$ cat config.mk
export PLATFORM = sky130hd
export DESIGN_NAME = spi_xfer_sequencer
export DESIGN_NICKNAME = d
export VERILOG_FILES = /design/src/rtl/spi_xfer_sequencer.sv
export SDC_FILE = /design/constraint.sdc
export NUM_CORES = 1
export LEC_CHECK = 0
export CORE_MARGIN = 2
export CORE_UTILIZATION = 35
export CTS_CLUSTER_DIAMETER = 80
export CTS_CLUSTER_SIZE = 24
export DETAILED_ROUTE_END_ITERATION = 12
export SYNTH_ARGS = -nofsm -noshare
export SYNTH_HDL_FRONTEND = slang
export SYNTH_SLANG_ARGS = --single-unit
$ cat constraint.sdc
create_clock -name clk -period 4.1 [get_ports clk]
set_clock_uncertainty 0.2 [all_clocks]
set_input_delay 0.82 -clock clk [delete_from_list [all_inputs] [get_ports clk]]
set_output_delay 0.82 -clock clk [all_outputs]
set_load 0.005 [all_outputs]
$ cat src/rtl/spi_xfer_sequencer.sv
// SPI transfer sequencer: turns one command into the register-file bus sequence for a
// complete SPI transfer (divider, slave select, data, go, poll, readback) and returns the result.
module spi_xfer_sequencer #(
  parameter int unsigned REG_WIDTH  = 32,
  parameter int unsigned ADDR_SIZE  = 32,
  parameter int unsigned POLL_LIMIT = 1024,
  parameter int unsigned POLL_GAP   = 4
) (
  input  logic                 clk,
  input  logic                 rst_n,
  input  logic                 cmd_valid,
  output logic                 cmd_ready,
  input  logic [REG_WIDTH-1:0] cmd_tx_data,
  input  logic [6:0]           cmd_char_len,
  input  logic [7:0]           cmd_ss,
  input  logic [15:0]          cmd_divider,
  input  logic [4:0]           cmd_flags,
  output logic                 rsp_valid,
  input  logic                 rsp_ready,
  output logic [REG_WIDTH-1:0] rsp_rx_data,
  output logic [1:0]           rsp_err,
  output logic                 bus_req,
  output logic                 bus_we,
  output logic [ADDR_SIZE-1:0] bus_addr,
  output logic [REG_WIDTH-1:0] bus_wdata,
  input  logic                 bus_ack,
  input  logic [REG_WIDTH-1:0] bus_rdata,
  output logic                 busy
);

  localparam logic [ADDR_SIZE-1:0] AddrRxtx = ADDR_SIZE'(8'h00);
  localparam logic [ADDR_SIZE-1:0] AddrCtrl = ADDR_SIZE'(8'h10);
  localparam logic [ADDR_SIZE-1:0] AddrDiv  = ADDR_SIZE'(8'h14);
  localparam logic [ADDR_SIZE-1:0] AddrSs   = ADDR_SIZE'(8'h18);
  localparam int unsigned GapLastInt = (POLL_GAP > 0) ? POLL_GAP - 1 : 0;
  localparam logic [3:0]  GapLast    = 4'(GapLastInt);
  localparam logic [15:0] PollLimit  = 16'(POLL_LIMIT);

  typedef enum logic [3:0] {
    StIdle, StCheck, StWrDiv, StWrSs, StWrTx, StWrCtrl, StPoll, StGap, StRdRx, StClrSs, StResp
  } state_e;

  state_e                 state_q, state_d;
  logic                   cmd_ready_q, cmd_ready_d;
  logic                   rsp_valid_q, rsp_valid_d;
  logic [REG_WIDTH-1:0]   rsp_rx_q, rsp_rx_d;
  logic [1:0]             rsp_err_q, rsp_err_d;
  logic                   bus_req_q, bus_req_d;
  logic                   bus_we_q, bus_we_d;
  logic [ADDR_SIZE-1:0]   bus_addr_q, bus_addr_d;
  logic [REG_WIDTH-1:0]   bus_wdata_q, bus_wdata_d;
  logic                   busy_q, busy_d;
  logic [REG_WIDTH-1:0]   tx_q, tx_d;
  logic [6:0]             len_q, len_d;
  logic [7:0]             ss_q, ss_d;
  logic [15:0]            div_q, div_d;
  logic [4:0]             flags_q, flags_d;
  logic [15:0]            div_cache_q, div_cache_d;
  logic                   div_valid_q, div_valid_d;
  logic [15:0]            poll_cnt_q, poll_cnt_d;
  logic [3:0]             gap_cnt_q, gap_cnt_d;

  logic                   ack;
  logic [15:0]            poll_inc;
  logic                   issue, issue_we;
  logic [ADDR_SIZE-1:0]   issue_addr;
  logic [REG_WIDTH-1:0]   issue_wdata;

  // Acks are only meaningful against our own outstanding request.
  assign ack      = bus_req_q & bus_ack;
  assign poll_inc = (poll_cnt_q == 16'hFFFF) ? poll_cnt_q : poll_cnt_q + 16'd1;

  always_comb begin
    state_d     = state_q;
    cmd_ready_d = cmd_ready_q;
    rsp_valid_d = rsp_valid_q;
    rsp_rx_d    = rsp_rx_q;
    rsp_err_d   = rsp_err_q;
    bus_req_d   = bus_req_q;
    bus_we_d    = bus_we_q;
    bus_addr_d  = bus_addr_q;
    bus_wdata_d = bus_wdata_q;
    tx_d        = tx_q;
    len_d       = len_q;
    ss_d        = ss_q;
    div_d       = div_q;
    flags_d     = flags_q;
    div_cache_d = div_cache_q;
    div_valid_d = div_valid_q;
    poll_cnt_d  = poll_cnt_q;
    gap_cnt_d   = gap_cnt_q;
    issue       = 1'b0;
    issue_we    = 1'b0;
    issue_addr  = '0;
    issue_wdata = '0;

    unique case (state_q)
      StIdle: begin
        if (cmd_valid && cmd_ready_q) begin
          tx_d        = cmd_tx_data;
          len_d       = cmd_char_len;
          ss_d        = cmd_ss;
          div_d       = cmd_divider;
          flags_d     = cmd_flags;
          cmd_ready_d = 1'b0;
          state_d     = StCheck;
        end
      end
      StCheck: begin
        if (len_q == 7'd0 || len_q > 7'd32) begin
          rsp_err_d   = 2'b10;
          rsp_rx_d    = '0;
          rsp_valid_d = 1'b1;
          state_d     = StResp;
        end else if (!div_valid_q || div_q != div_cache_q) begin
          state_d = StWrDiv;
        end else begin
          state_d = StWrSs;
        end
      end
      StWrDiv: begin
        issue       = 1'b1;
        issue_we    = 1'b1;
        issue_addr  = AddrDiv;
        issue_wdata = REG_WIDTH'(div_q);
        if (ack) begin
          div_cache_d = div_q;
          div_valid_d = 1'b1;
          state_d     = StWrSs;
        end
      end
      StWrSs: begin
        issue       = 1'b1;
        issue_we    = 1'b1;
        issue_addr  = AddrSs;
        issue_wdata = REG_WIDTH'(ss_q);
        if (ack) state_d = StWrTx;
      end
      StWrTx: begin
        issue       = 1'b1;
        issue_we    = 1'b1;
        issue_addr  = AddrRxtx;
        issue_wdata = tx_q;
        if (ack) state_d = StWrCtrl;
      end
      StWrCtrl: begin
        issue       = 1'b1;
        issue_we    = 1'b1;
        issue_addr  = AddrCtrl;
        issue_wdata = REG_WIDTH'({18'b0, flags_q, 1'b1, 1'b0, len_q});
        if (ack) begin
          poll_cnt_d = '0;
          state_d    = StPoll;
        end
      end
      StPoll: begin
        issue      = 1'b1;
        issue_addr = AddrCtrl;
        if (ack) begin
          poll_cnt_d = poll_inc;
          if (!bus_rdata[8]) begin
            state_d = StRdRx;
          end else if (poll_inc == PollLimit) begin
            state_d = StClrSs;
          end else if (POLL_GAP != 0) begin
            gap_cnt_d = '0;
            state_d   = StGap;
          end
        end
      end
      StGap: begin
        // The next poll is launched from here so the bus sees exactly POLL_GAP idle cycles.
        if (gap_cnt_q == GapLast) begin
          issue      = 1'b1;
          issue_addr = AddrCtrl;
          state_d    = StPoll;
        end else begin
          gap_cnt_d = gap_cnt_q + 4'd1;
        end
      end
      StRdRx: begin
        issue      = 1'b1;
        issue_addr = AddrRxtx;
        if (ack) begin
          rsp_rx_d    = bus_rdata;
          rsp_err_d   = 2'b00;
          rsp_valid_d = 1'b1;
          state_d     = StResp;
        end
      end
      StClrSs: begin
        issue      = 1'b1;
        issue_we   = 1'b1;
        issue_addr = AddrSs;
        if (ack) begin
          div_valid_d = 1'b0;
          rsp_rx_d    = '0;
          rsp_err_d   = 2'b01;
          rsp_valid_d = 1'b1;
          state_d     = StResp;
        end
      end
      StResp: begin
        if (rsp_ready) begin
          rsp_valid_d = 1'b0;
          cmd_ready_d = 1'b1;
          state_d     = StIdle;
        end
      end
      default: state_d = StIdle;
    endcase

    if (bus_req_q) begin
      if (bus_ack) bus_req_d = 1'b0;
    end else if (issue) begin
      bus_req_d   = 1'b1;
      bus_we_d    = issue_we;
      bus_addr_d  = issue_addr;
      bus_wdata_d = issue_wdata;
    end

    busy_d = (state_d != StIdle);
  end

  always_ff @(posedge clk or negedge rst_n) begin
    if (!rst_n) begin
      state_q     <= StIdle;
      cmd_ready_q <= 1'b1;
      rsp_valid_q <= 1'b0;
      rsp_rx_q    <= '0;
      rsp_err_q   <= 2'b00;
      bus_req_q   <= 1'b0;
      bus_we_q    <= 1'b0;
      bus_addr_q  <= '0;
      bus_wdata_q <= '0;
      busy_q      <= 1'b0;
      tx_q        <= '0;
      len_q       <= '0;
      ss_q        <= '0;
      div_q       <= '0;
      flags_q     <= '0;
      div_cache_q <= '0;
      div_valid_q <= 1'b0;
      poll_cnt_q  <= '0;
      gap_cnt_q   <= '0;
    end else begin
      state_q     <= state_d;
      cmd_ready_q <= cmd_ready_d;
      rsp_valid_q <= rsp_valid_d;
      rsp_rx_q    <= rsp_rx_d;
      rsp_err_q   <= rsp_err_d;
      bus_req_q   <= bus_req_d;
      bus_we_q    <= bus_we_d;
      bus_addr_q  <= bus_addr_d;
      bus_wdata_q <= bus_wdata_d;
      busy_q      <= busy_d;
      tx_q        <= tx_d;
      len_q       <= len_d;
      ss_q        <= ss_d;
      div_q       <= div_d;
      flags_q     <= flags_d;
      div_cache_q <= div_cache_d;
      div_valid_q <= div_valid_d;
      poll_cnt_q  <= poll_cnt_d;
      gap_cnt_q   <= gap_cnt_d;
    end
  end

  assign cmd_ready   = cmd_ready_q;
  assign rsp_valid   = rsp_valid_q;
  assign rsp_rx_data = rsp_rx_q;
  assign rsp_err     = rsp_err_q;
  assign bus_req     = bus_req_q;
  assign bus_we      = bus_we_q;
  assign bus_addr    = bus_addr_q;
  assign bus_wdata   = bus_wdata_q;
  assign busy        = busy_q;

endmodule
==> qor.rpt, run 1 <==
=================================================================================
Critical path capture point type ...................................         flop
Antenna violations before repair ...................................            0
Clock sinks ........................................................          183
H-Tree Level Count .................................................            4
Number of warnings in the stage logs ...............................           26
First-pass iteration count of the detailed router ..................            6
Final period utilization ...........................................       78.31%
Synth area leader .................................................. sky130_fd_sc_hd__dfrtp_1
Max Clk Rate .......................................................    311.4 MHz
Global Route Usage Sum .............................................       17.50%
Detail-routed net length per standard cell .........................     15.54 um
Vertical die size ..................................................     161.4 um
Maximum fanout count along the critical path .......................           10
Crit Path Class ....................................................      reg2reg
Post-route cell area ...............................................   11230 um^2
Clock transition at path regs ......................................        80 ps
Top cells by count, synth .......................................... sky130_fd_sc_hd__nand2_1 (342), sky130_fd_sc_hd__dfrtp_1 (182), sky130_fd_sc_hd__o21ai_0 (89)
Power, Total .......................................................     6.945 mW
Layout cell share with drive strength beyond 1 .....................       7.080%
EDFF count, synth ..................................................            0
Synthesized area ...................................................    8670 um^2
Cell area after placement ..........................................   10660 um^2
Final global-route overflow total ..................................            0
Max-cap check violation count ......................................            0
Worst-case setup slack after placement .............................     912.7 ps
Clock root cell .................................................... sky130_fd_sc_hd__clkbuf_16
Clock tree from TritonCTS ..........................................          yes
Top-area cell type share of the netlist area .......................       52.53%
Die span in x ......................................................     161.4 um
Cell count listed in synth_stat.txt ................................          983
Iteration-0 DRC Markers ............................................          624
Post-detailed-route DRC marker count ...............................            0
Most common cell in the netlist .................................... sky130_fd_sc_hd__nand2_1
Worst-path cell chain .............................................. ha_1 > and4_1 > nand3_1 > o41ai_2 > or3b_1 > o41a_1 > a31o_1
Total number of nets in the final design ...........................         1238
CP top delay family ................................................ AND-OR/OR-AND gates
Critical path launch point type ....................................         flop
Cell area power density ............................................ 618.7 nW/um^2
Max stage delay on crit path .......................................       520 ps
Number of setup violations in the final report .....................            0
Number of global-route vias before repair ..........................         6599
Leakage Power ......................................................     5.029 nW
Worst rel slew slack ...............................................       24.05%
Buffer count from post-CTS setup fixing ............................            0
Worst Path Required ................................................      4220 ps
Slew Viols, Final ..................................................            0
Register bit total from synthesis ..................................          183
Worst voltage drop across the vdd grid .............................  0.0002481 V
Most frequently used flop master after synthesis ................... sky130_fd_sc_hd__dfrtp_1
Buffers added on ports .............................................          178
Buf/Inv on CP ......................................................            0
Sequential fraction of the synthesis area ..........................       52.84%
Number of placed instances with taps included ......................         1436
ANT cells ..........................................................            0
Final routed wirelength across all metal layers ....................     22810 um
Number of hold buffers added after CTS .............................            0
Run status .........................................................    completed
Average cell area after synthesis ..................................   8.819 um^2
Cells after Synth ..................................................          983
Source-to-sink clock delay at the later pin of the worst-skew pair .       430 ps
Top cells by area, synth ........................................... sky130_fd_sc_hd__dfrtp_1 (53%), sky130_fd_sc_hd__nand2_1 (15%), sky130_fd_sc_hd__o21ai_0 (5.1%)
Vias per Instance ..................................................        4.900
Crit path DAT ......................................................      3330 ps
Chip footprint .....................................................   26050 um^2
Final GP Congestion ................................................       0.8090
Maximum number of pins on one net before global-route repair .......           95
Global-route wire length before repair .............................     36290 um
FP Rows ............................................................           57
Routed vias ........................................................         7193
Type of the tightest min-delay check ...............................     in2async
Distinct lib cells .................................................           68
Post-route minimum period ..........................................      3211 ps
Unrepaired setup endpoints after global routing ....................        false
CTS buffer count ...................................................           17
Post-DP HPWL .......................................................     15350 um
Transition time at the pin with the least slew margin ..............      1134 ps
Final hold violation count .........................................            0
Setup Total Neg Slack ..............................................         0 ps
# resized after CTS ................................................            0
Initial cell density of the core ...................................       35.65%
Tally of yosys warning messages ....................................            0
=================================================================================
-- run 1: layout by cell type (no fill, tap or decap), types with 4 or more instances in the layout --
cell type and n:
sky130_fd_sc_hd__nand2_1 342, sky130_fd_sc_hd__dfrtp_1 182, sky130_fd_sc_hd__clkdlybuf4s50_1 177, sky130_fd_sc_hd__o21ai_0 89, sky130_fd_sc_hd__a21oi_1 43, sky130_fd_sc_hd__nor2_1 34, sky130_fd_sc_hd__conb_1 29, sky130_fd_sc_hd__nand3_1 21
sky130_fd_sc_hd__mux2_2 17, sky130_fd_sc_hd__clkbuf_16 17, sky130_fd_sc_hd__buf_4 14, sky130_fd_sc_hd__xnor2_1 12, sky130_fd_sc_hd__nor3_1 11, sky130_fd_sc_hd__nand4_1 9, sky130_fd_sc_hd__xor2_1 9, sky130_fd_sc_hd__a21o_1 8
sky130_fd_sc_hd__a222oi_1 8, sky130_fd_sc_hd__a31oi_1 7, sky130_fd_sc_hd__inv_1 7, sky130_fd_sc_hd__and3_1 6, sky130_fd_sc_hd__a22o_1 6, sky130_fd_sc_hd__clkinv_4 5, sky130_fd_sc_hd__nor4_1 4, sky130_fd_sc_hd__a211oi_1 4
sky130_fd_sc_hd__o211ai_1 4, sky130_fd_sc_hd__nor3_2 4, sky130_fd_sc_hd__nand2b_1 4
-- run 1: final timing paths --
path / from / end / slack, ps / depth (start not counted)
min: rst_n / ss_q[3] / 260 / 1
max in group asynchronous: rst_n / cmd_ready / 2590 / 2
min reg2reg: rsp_rx_data[10] / rsp_rx_data[10] / 280 / 2
max reg2reg: poll_cnt_q[0] / state_q[1] / 890 / 7
min in group clk: rsp_rx_data[10] / rsp_rx_data[10] / 280 / 2
max: poll_cnt_q[0] / state_q[1] / 890 / 7
-- run 1: logic make-up (layout without fill, tap and decap cells) --
logic type	count (synthesis)	after routing	share of synthesized area, %
and+or+nand+nor	456	456	22.24
AOI/OAI and AO/OA	199	199	14.03
DFF	183	183	52.84
buffers and inverters	101	234	5.888
xor gates and xnor gates	21	21	2.122
muxes	20	20	2.554
adders and majority gates	2	2	0.2886
other	1	29	0.04325
-- run 1: registers in the layout, indices dropped and copies added (netlist names) --
name,count
rsp_rx_data,32
rsp_err,2
div_cache_q,16
bus_we,1
gap_cnt_q,4
flags_q,5
bus_req,1
poll_cnt_q,16
div_valid_q,1
cmd_ready,1
state_q,4
bus_wdata,32
busy,1
div_q,16
tx_q,32
bus_addr,3
ss_q,8
rsp_valid,1
len_q,7
-- run 1: metal layers --
| metal | track usage, % | routed length (um) |
|---|---|---|
| met5 | 0 | 0 |
| met4 | 3.977 | 274 |
| met3 | 3.878 | 1439 |
| met2 | 26.86 | 10320 |
| met1 | 25.32 | 10780 |
-- run 1: cell type report --
type | instances | area [um^2]
Fill cell | 2374 | 13090
Sequential cell | 183 | 4581
Multi-Input combinational cell | 727 | 3711
Timing Repair Buffer | 194 | 1931
Clock buffer | 20 | 456.7
Tap cell | 324 | 405.4
Clock inverter | 12 | 111.4
Inverter | 8 | 30.03
-- run 1: power by group --
group	switching [mW]	internal [mW]
Sequential	0.523	2.46
Combinational	1.22	1.14
Clock	0.765	0.833
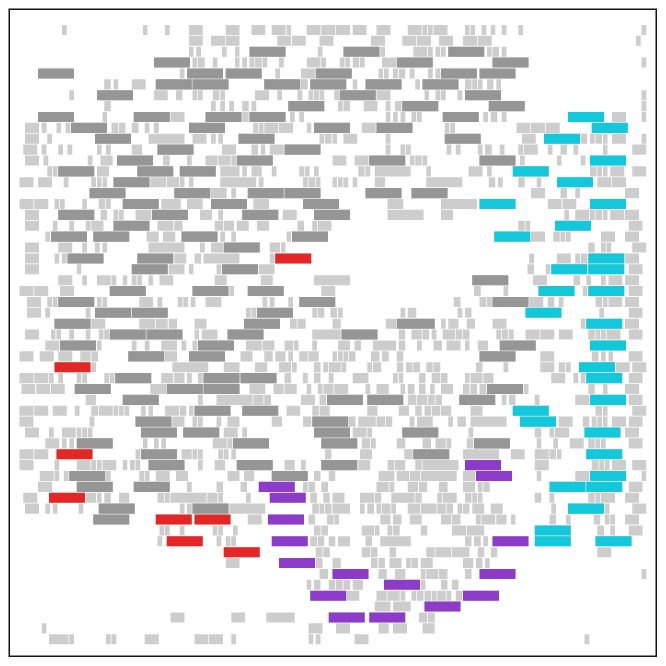
(run_1/flops_by_reg.png)
(4 px per um)
signal	color	flops
`ss_q`	red	8
`poll_cnt_q`	purple	16
`rsp_rx_data`	cyan	32
sequential cell area: 4581 um^2
reported sequential group power: 2.98 mW
fraction of area in registers: 40.80%
share of the core filled with cells in the final layout: 46.16%

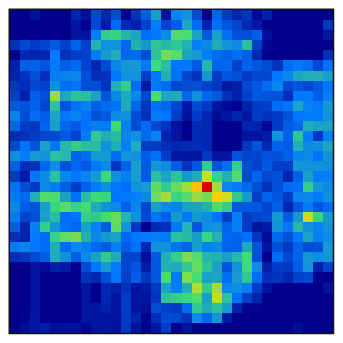
(run_1/metal_density.png)
(2 px per um) The die is cut into 32 by 32 equal tiles; dark blue is low, red is high, scaled to the fullest tile. Values are wire area over tile area, all layers added.
fullest tile	0.68
tiles over half the peak	4.3%
mean over tiles	0.14

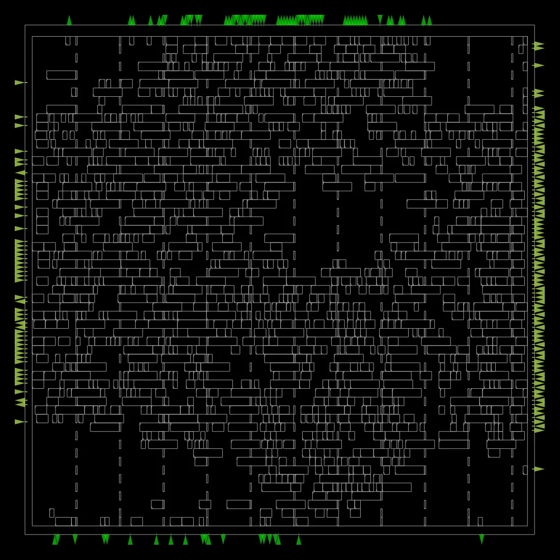
(run_1/placement.png)
area of the placeable core: 24320 um^2
flip-flops: 183
number of cells in the finished layout apart from fillers: 1468
final-layout fill cell count: 2374
count of inserted tapcells: 324

==> run 2, diff against run 1 <==
==> constraint.sdc (replaced) <==
create_clock -name clk -period 2.7 [get_ports clk]
set_clock_uncertainty 0.2 [all_clocks]
set_input_delay 0.54 -clock clk [delete_from_list [all_inputs] [get_ports clk]]
set_output_delay 0.54 -clock clk [all_outputs]
set_load 0.005 [all_outputs]
==> qor.rpt, run 2 <==
=================================================================================
Run status ......................................................... finished, violations left
Violations in the final reports .................................... setup timing
Max-cap check violation count ......................................            0
Share of power burned in combinational logic .......................        35.7%
Routed vias ........................................................         7424
Register bit total from synthesis ..................................          183
Post-route minimum period ..........................................      2765 ps
Top cells by count, synth .......................................... sky130_fd_sc_hd__nand2_1 (342), sky130_fd_sc_hd__dfrtp_1 (182), sky130_fd_sc_hd__o21ai_0 (89)
Maximum number of pins on one net before global-route repair .......           70
Vias per Instance ..................................................        4.891
Total number of nets in the final design ...........................         1288
Reg-to-reg slack, setup ............................................       -70 ps
Sequential cell area ...............................................    4586 um^2
Critical path launch point type ....................................         flop
Worst rel slew slack ...............................................       48.68%
Final GP Congestion ................................................       0.8806
Worst voltage drop across the vdd grid .............................  0.0004003 V
Vertical die size ..................................................     161.4 um
Number of setup violations in the final report .....................            1
P_sw ...............................................................     3.934 mW
Critical path capture point type ...................................         flop
Leakage Power ......................................................     5.305 nW
H-Tree Level Count .................................................            4
Crit Path Class ....................................................      reg2reg
Maximum fanout count along the critical path .......................            6
Area of the placeable core .........................................   24320 um^2
CP startpoint ...................................................... poll_cnt_q[1]
Average cell area after synthesis ..................................   8.819 um^2
Synth area leader .................................................. sky130_fd_sc_hd__dfrtp_1
Post-detailed-route DRC marker count ...............................            0
Number of global-route vias before repair ..........................         7083
Slew Viols, Final ..................................................            0
Max Clk Rate .......................................................    361.6 MHz
Reg-to-reg critical path startpoint ................................ poll_cnt_q[1]
Post-DP HPWL .......................................................     16230 um
Top-area cell type share of the netlist area .......................       52.53%
Final period utilization ...........................................       102.4%
Initial cell density of the core ...................................       35.65%
Source-to-sink clock delay at the later pin of the worst-skew pair .       430 ps
Detail-routed net length per standard cell .........................     15.34 um
Clock transition at path regs ......................................        80 ps
CTS buffer count ...................................................           17
Global Route Usage Sum .............................................       18.01%
Worst Path Required ................................................      2820 ps
Sequential share of power ..........................................        41.7%
Internal Dissipation ...............................................     6.891 mW
Smallest setup slack after layout ..................................    -65.37 ps
Die span in x ......................................................     161.4 um
Top cells by area, synth ........................................... sky130_fd_sc_hd__dfrtp_1 (53%), sky130_fd_sc_hd__nand2_1 (15%), sky130_fd_sc_hd__o21ai_0 (5.1%)
Worst-case setup slack after placement .............................     46.73 ps
Antenna violations before repair ...................................            0
Power, Total .......................................................     10.82 mW
EDFF count, synth ..................................................            0
Type of the tightest min-delay check ...............................      reg2reg
Final routed wirelength across all metal layers ....................     23290 um
Cells after Synth ..................................................          983
Max stage delay on crit path .......................................       500 ps
ANT cells ..........................................................            0
Tally of yosys warning messages ....................................            0
Post-route cell area ...............................................   11740 um^2
Distinct lib cells .................................................           68
Most common cell in the netlist .................................... sky130_fd_sc_hd__nand2_1
Switching share of power ...........................................       36.34%
Clock sinks ........................................................          183
Crit path DAT ......................................................      2890 ps
Worst setup endpoint ...............................................   state_q[1]
Most frequent logic cell in the layout ............................. sky130_fd_sc_hd__nand2_1
Highest-count cells in the layout ignoring fill and taps ........... sky130_fd_sc_hd__nand2_1 (342), sky130_fd_sc_hd__dfrtp_1 (178), sky130_fd_sc_hd__clkdlybuf4s50_1 (177)
End of the worst register-to-register path .........................   state_q[1]
Iteration-0 DRC Markers ............................................          545
Clock power frac ...................................................        22.7%
Synthesized area ...................................................    8670 um^2
Cell area after placement ..........................................   11080 um^2
Number of placed instances with taps included ......................         1482
Worst-path cell chain .............................................. ha_4 > and4_4 > nand3_4 > o41ai_4 > or3b_1 > o41a_1 > a31o_1
Depth of the most critical reg-to-reg path .........................            7
=================================================================================
[run 2: netlist changes by cell type in the layout (fill, tap and decap cells not counted), sizes merged]
cell and change:
inv +1, buf +49, dlygate4sd3 +1, clkinv +2
clkbuf -3
[run 2: power groups by stage]
stage	sequential [mW]	clock, mW	combinational (mW)
after floorplan	4.35	0	2.16
after global placement	4.52	0	3.82
after detailed placement	4.55	0	3.88
after CTS	4.50	2.52	3.89
after global routing	4.65	2.65	4.32
final	4.51	2.45	3.86
[run 2: worst min path at each step]
stage,to,slack [ps],cells past startpoint
final,tx_q[16],280,2
after global routing,tx_q[23],300,2
after CTS,tx_q[22],280,2
after detailed placement,tx_q[20],260,2
after global placement,tx_q[24],260,2
after floorplan,bus_addr[2],40,0
[run 2: repair_timing]
item,CTS,global route
buffers inserted,0,3
hold buffers,1,0
endpoints found under the hold margin,56,0
endpoints found under the setup margin,0,13
gates resized,0,9
[run 2: per-layer routing]
layer | share of wire [%] | track usage [%]
met5 | 0 | 0
met4 | 0.77 | 3.693
met1 | 48 | 25.89
met2 | 45 | 28.11
met3 | 5.9 | 3.955
[run 2: area by class of cell]
type / instances / area share (%)
inverter: 8 / 0.2558
tap: 324 / 3.453
clock buffer: 17 / 3.624
clock inverter: 15 / 1.354
multi-input combinational: 727 / 32.06
sequential: 183 / 39.06
timing repair buffer: 244 / 20.20
[run 2: cells by family after synthesis]
group / count (synthesis) / share of synthesized area (%)
other: 1 / 0.04325
XOR/XNOR: 21 / 2.122
AND/OR/NAND/NOR: 456 / 22.24
buffers and inverters: 101 / 5.888
AND-OR/OR-AND: 199 / 14.03
multiplexers: 20 / 2.554
adder cells (fa/ha/maj): 2 / 0.2886
flip-flops: 183 / 52.84
[run 2: worst max-delay path: cells and delay by family, from the launching register on]
kind | cells | cell delay (ps)
AOI/OAI and AO/OA | 3 | 1110
and+or+nand+nor | 3 | 740
DFF | 1 | 450
adders and majority gates | 1 | 160
[run 2: stage by stage]
step	utilization [%]	TNS (ps)
final	48.27	-65.37
after detailed placement	45.56	0
after global routing	48.27	-208.8
after floorplan	-	0
after CTS	48.01	0
after global placement	45.56	0
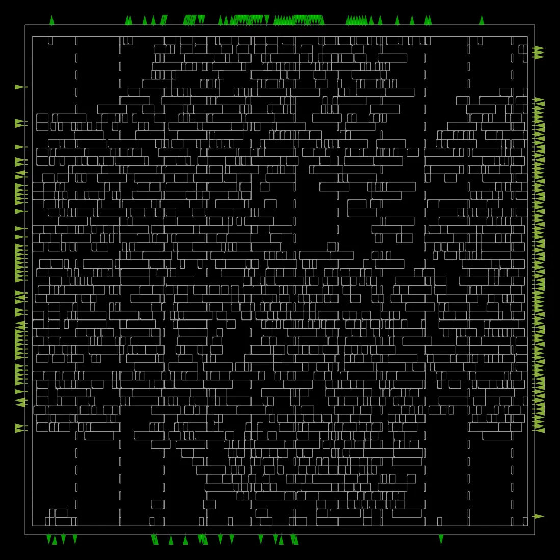
(run_2/placement.png)
number of cells in the finished layout apart from fillers: 1518
share of the core filled with cells in the final layout: 48.27%
FP Rows: 57

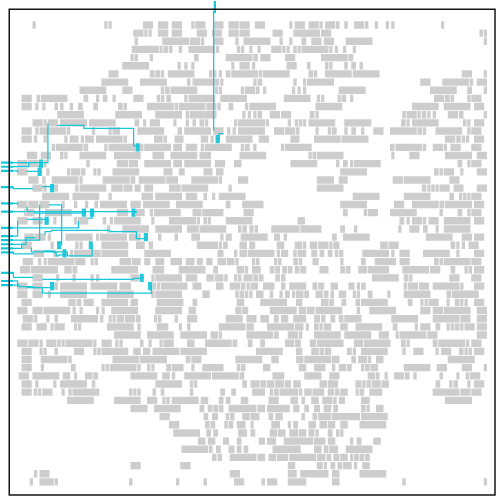
(run_2/io_fan.png)
(3 px per um)
port	color	bits	direction	edge	end cells	buffers	wire
`cmd_divider`	cyan	16	input	15 left, 1 top	16	16	479 um
boundary pin count: 208
buffers added on ports: 178

==> run 3, diff against run 2 <==
--- a/config.mk
+++ b/config.mk
@@ -10,6 +10,7 @@
 export CTS_CLUSTER_DIAMETER = 80
 export CTS_CLUSTER_SIZE = 24
 export DETAILED_ROUTE_END_ITERATION = 12
+export RECOVER_POWER = 50
 export SYNTH_ARGS = -nofsm -noshare
 export SYNTH_HDL_FRONTEND = slang
 export SYNTH_SLANG_ARGS = --single-unit
==> constraint.sdc (replaced) <==
create_clock -name clk -period 2.3 [get_ports clk]
set_clock_uncertainty 0.2 [all_clocks]
set_input_delay 0.46 -clock clk [delete_from_list [all_inputs] [get_ports clk]]
set_output_delay 0.46 -clock clk [all_outputs]
set_load 0.005 [all_outputs]
==> qor.rpt, run 3 <==
=================================================================================
Run status ......................................................... finished, violations left
Violations in the final reports .................................... setup timing
Top cells by area, synth ........................................... sky130_fd_sc_hd__dfrtp_1 (53%), sky130_fd_sc_hd__nand2_1 (15%), sky130_fd_sc_hd__o21ai_0 (5.1%)
Critical path launch point type ....................................         flop
Top-area cell type share of the netlist area .......................       52.53%
Leakage Power ......................................................     5.787 nW
Global Route Usage Sum .............................................       19.88%
Number of warnings in the stage logs ...............................           29
Type of the tightest min-delay check ...............................      reg2reg
Global-route wire length before repair .............................     41260 um
Most frequent logic cell in the layout ............................. sky130_fd_sc_hd__nand2_1
Source-to-sink clock delay at the later pin of the worst-skew pair .       440 ps
P_sw ...............................................................     4.870 mW
Post-DP HPWL .......................................................     16810 um
Cell count listed in synth_stat.txt ................................          983
Synth area leader .................................................. sky130_fd_sc_hd__dfrtp_1
Die span in x ......................................................     161.4 um
Number of setup violations in the final report .....................           42
Clock tree from TritonCTS ..........................................          yes
Max Clk Rate .......................................................    384.8 MHz
Routed vias ........................................................         7648
Sequential fraction of the synthesis area ..........................       52.84%
AND/OR/NAND/NOR Cells, Area Fraction ...............................       22.24%
FP Rows ............................................................           57
Average cell area after synthesis ..................................   8.819 um^2
Clock sinks ........................................................          183
Met3 capacity usage during global routing ..........................       3.878%
Post-Synth XOR/XNOR Area ...........................................       2.122%
Reg-to-reg critical path startpoint ................................ poll_cnt_q[0]
Layout cell share with drive strength beyond 1 .....................       20.77%
Clock power frac ...................................................        22.4%
Most common cell in the netlist .................................... sky130_fd_sc_hd__nand2_1
Buffers added on ports .............................................          178
Tally of yosys warning messages ....................................            0
Transition time at the pin with the least slew margin ..............      1258 ps
Chip footprint .....................................................   26050 um^2
Synthesized area ...................................................    8670 um^2
Worst rel slew slack ...............................................       16.13%
Post-route cell area ...............................................   12640 um^2
Final period utilization ...........................................       113.0%
Post-detailed-route DRC marker count ...............................            0
Adder Area Share ...................................................      0.2886%
Maximum fanout count along the critical path .......................            6
Smallest setup slack after layout ..................................    -298.4 ps
Crit Path Class ....................................................      reg2reg
Internal Dissipation ...............................................     8.430 mW
Total number of nets in the final design ...........................         1341
Multiplexer share ..................................................       2.554%
Met2 track demand over resource ....................................       32.46%
Post-route minimum period ..........................................      2598 ps
Number of global-route vias before repair ..........................         7727
Share of power burned in combinational logic .......................        38.0%
Final global-route overflow total ..................................            0
Vertical die size ..................................................     161.4 um
Vias per Instance ..................................................        4.868
Dominant non-sequential cell family after synthesis ................ simple AND/OR/NAND/NOR gates
Antenna violations before repair ...................................            0
Area of the placeable core .........................................   24320 um^2
Cells after Synth ..................................................          983
Unrepaired setup endpoints after global routing ....................         true
CP startpoint ...................................................... poll_cnt_q[0]
Distinct lib cells .................................................           68
Clock transition at path regs ......................................        80 ps
Worst voltage drop across the vdd grid .............................  0.0005379 V
Cell area power density ............................................ 1052 nW/um^2
Worst-path cell chain .............................................. ha_4 > buf_4 > nand4_1 > or4_4 > a211oi_4 > nor2_1 > o41a_1 > a31o_1
Busiest grt layer ..................................................         met2
Slew Viols, Final ..................................................            0
Critical path capture point type ...................................         flop
=================================================================================
[run 3: cell counts after synthesis]
Identical to the previous run, type by type.
[run 3: layout make-up]
type	count	area (um^2)	share of cell area [%]
Multi-Input combinational cell	727	4096	32.40
Clock buffer	17	425.4	3.365
Sequential cell	183	4583	36.25
Clock inverter	15	197.7	1.564
Inverter	8	30.03	0.2375
Timing Repair Buffer	297	2905	22.98
Tap cell	324	405.4	3.206
[run 3: power by group through the flow]
| stage | sequential, mW | clock (mW) | combinational [mW] |
|---|---|---|---|
| 2_1_floorplan | 5.11 | 0 | 2.54 |
| 3_3_place_gp | 5.25 | 0 | 4.72 |
| 3_5_place_dp | 5.29 | 0 | 4.78 |
| 4_1_cts | 5.27 | 3.07 | 5.12 |
| 5_1_grt | 5.44 | 3.20 | 5.62 |
| 6_report | 5.27 | 2.98 | 5.05 |
[run 3: layer usage]
metal  share of wire [%]  up-vias
li1                    -     3754
met1                  46     3662
met2                  48      200
met3                 4.5       32
met4                 1.6        0
met5                   0        -
[run 3: timing repair]
item	4_1_cts	5_1_grt
pin swaps	37	27
setup buffers	16	1
resized	93	55
endpoints found under the hold margin	43	0
setup endpoints to repair	43	85
gates cloned	10	0
hold buffers	1	0
[run 3: per-stage QoR]
stage / setup TNS, ps / power (mW)
after floorplan: -1267 / 7.649
after global placement: -4788 / 9.970
after detailed placement: -9272 / 10.08
after CTS: -8007 / 13.46
after global routing: -11700 / 14.27
final: -8027 / 13.30
[run 3: path summary, 6_finish.rpt]
kind,depth (start not counted),slack [ps],endpoint
setup / recovery,8,-300,state_q[1]
hold / removal,2,280,tx_q[30]
setup reg to reg,8,-300,state_q[1]
hold reg to reg,2,280,tx_q[30]
max in group asynchronous,3,240,cmd_ready
min in group asynchronous,2,630,ss_q[6]
[run 3: cells by family after synthesis]
group / after synthesis
and+or+nand+nor: 456
AOI/OAI and AO/OA: 199
DFF: 183
buffers and inverters: 101
xor gates and xnor gates: 21
muxes: 20
adders and majority gates: 2
other: 1
[run 3: worst min-delay path, cell delays in order (launching register included)]
cell and delay [ps]:
sky130_fd_sc_hd__dfrtp_1 350, sky130_fd_sc_hd__nand2_1 50, sky130_fd_sc_hd__nand2_1 50
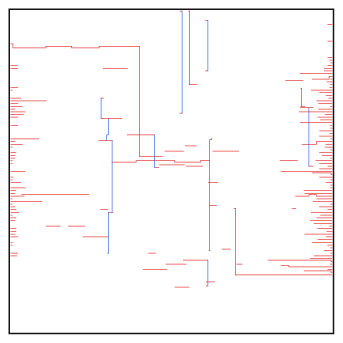
(run_3/wires.png)
(2 px per um) Only two layers are drawn.
layer	color	wire length
metal 4	blue	404 um
metal 3	red	1150 um

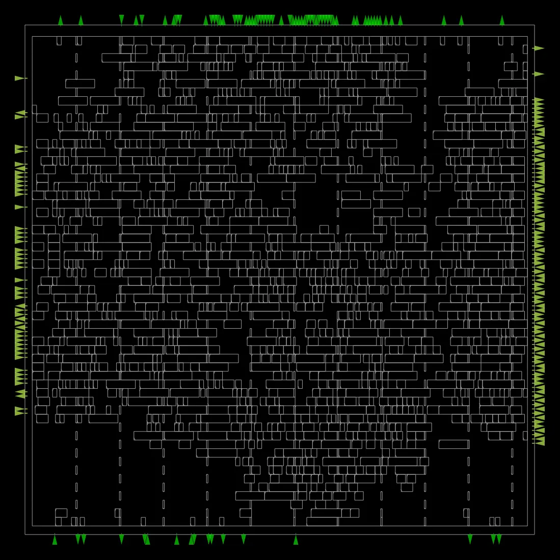
(run_3/placement.png)
number of cells in the finished layout apart from fillers: 1571
fraction of area in registers: 36.25%
final-layout fill cell count: 2207
share of the core filled with cells in the final layout: 51.99%

No activity file was given, so power comes from the tool's default toggle rates.
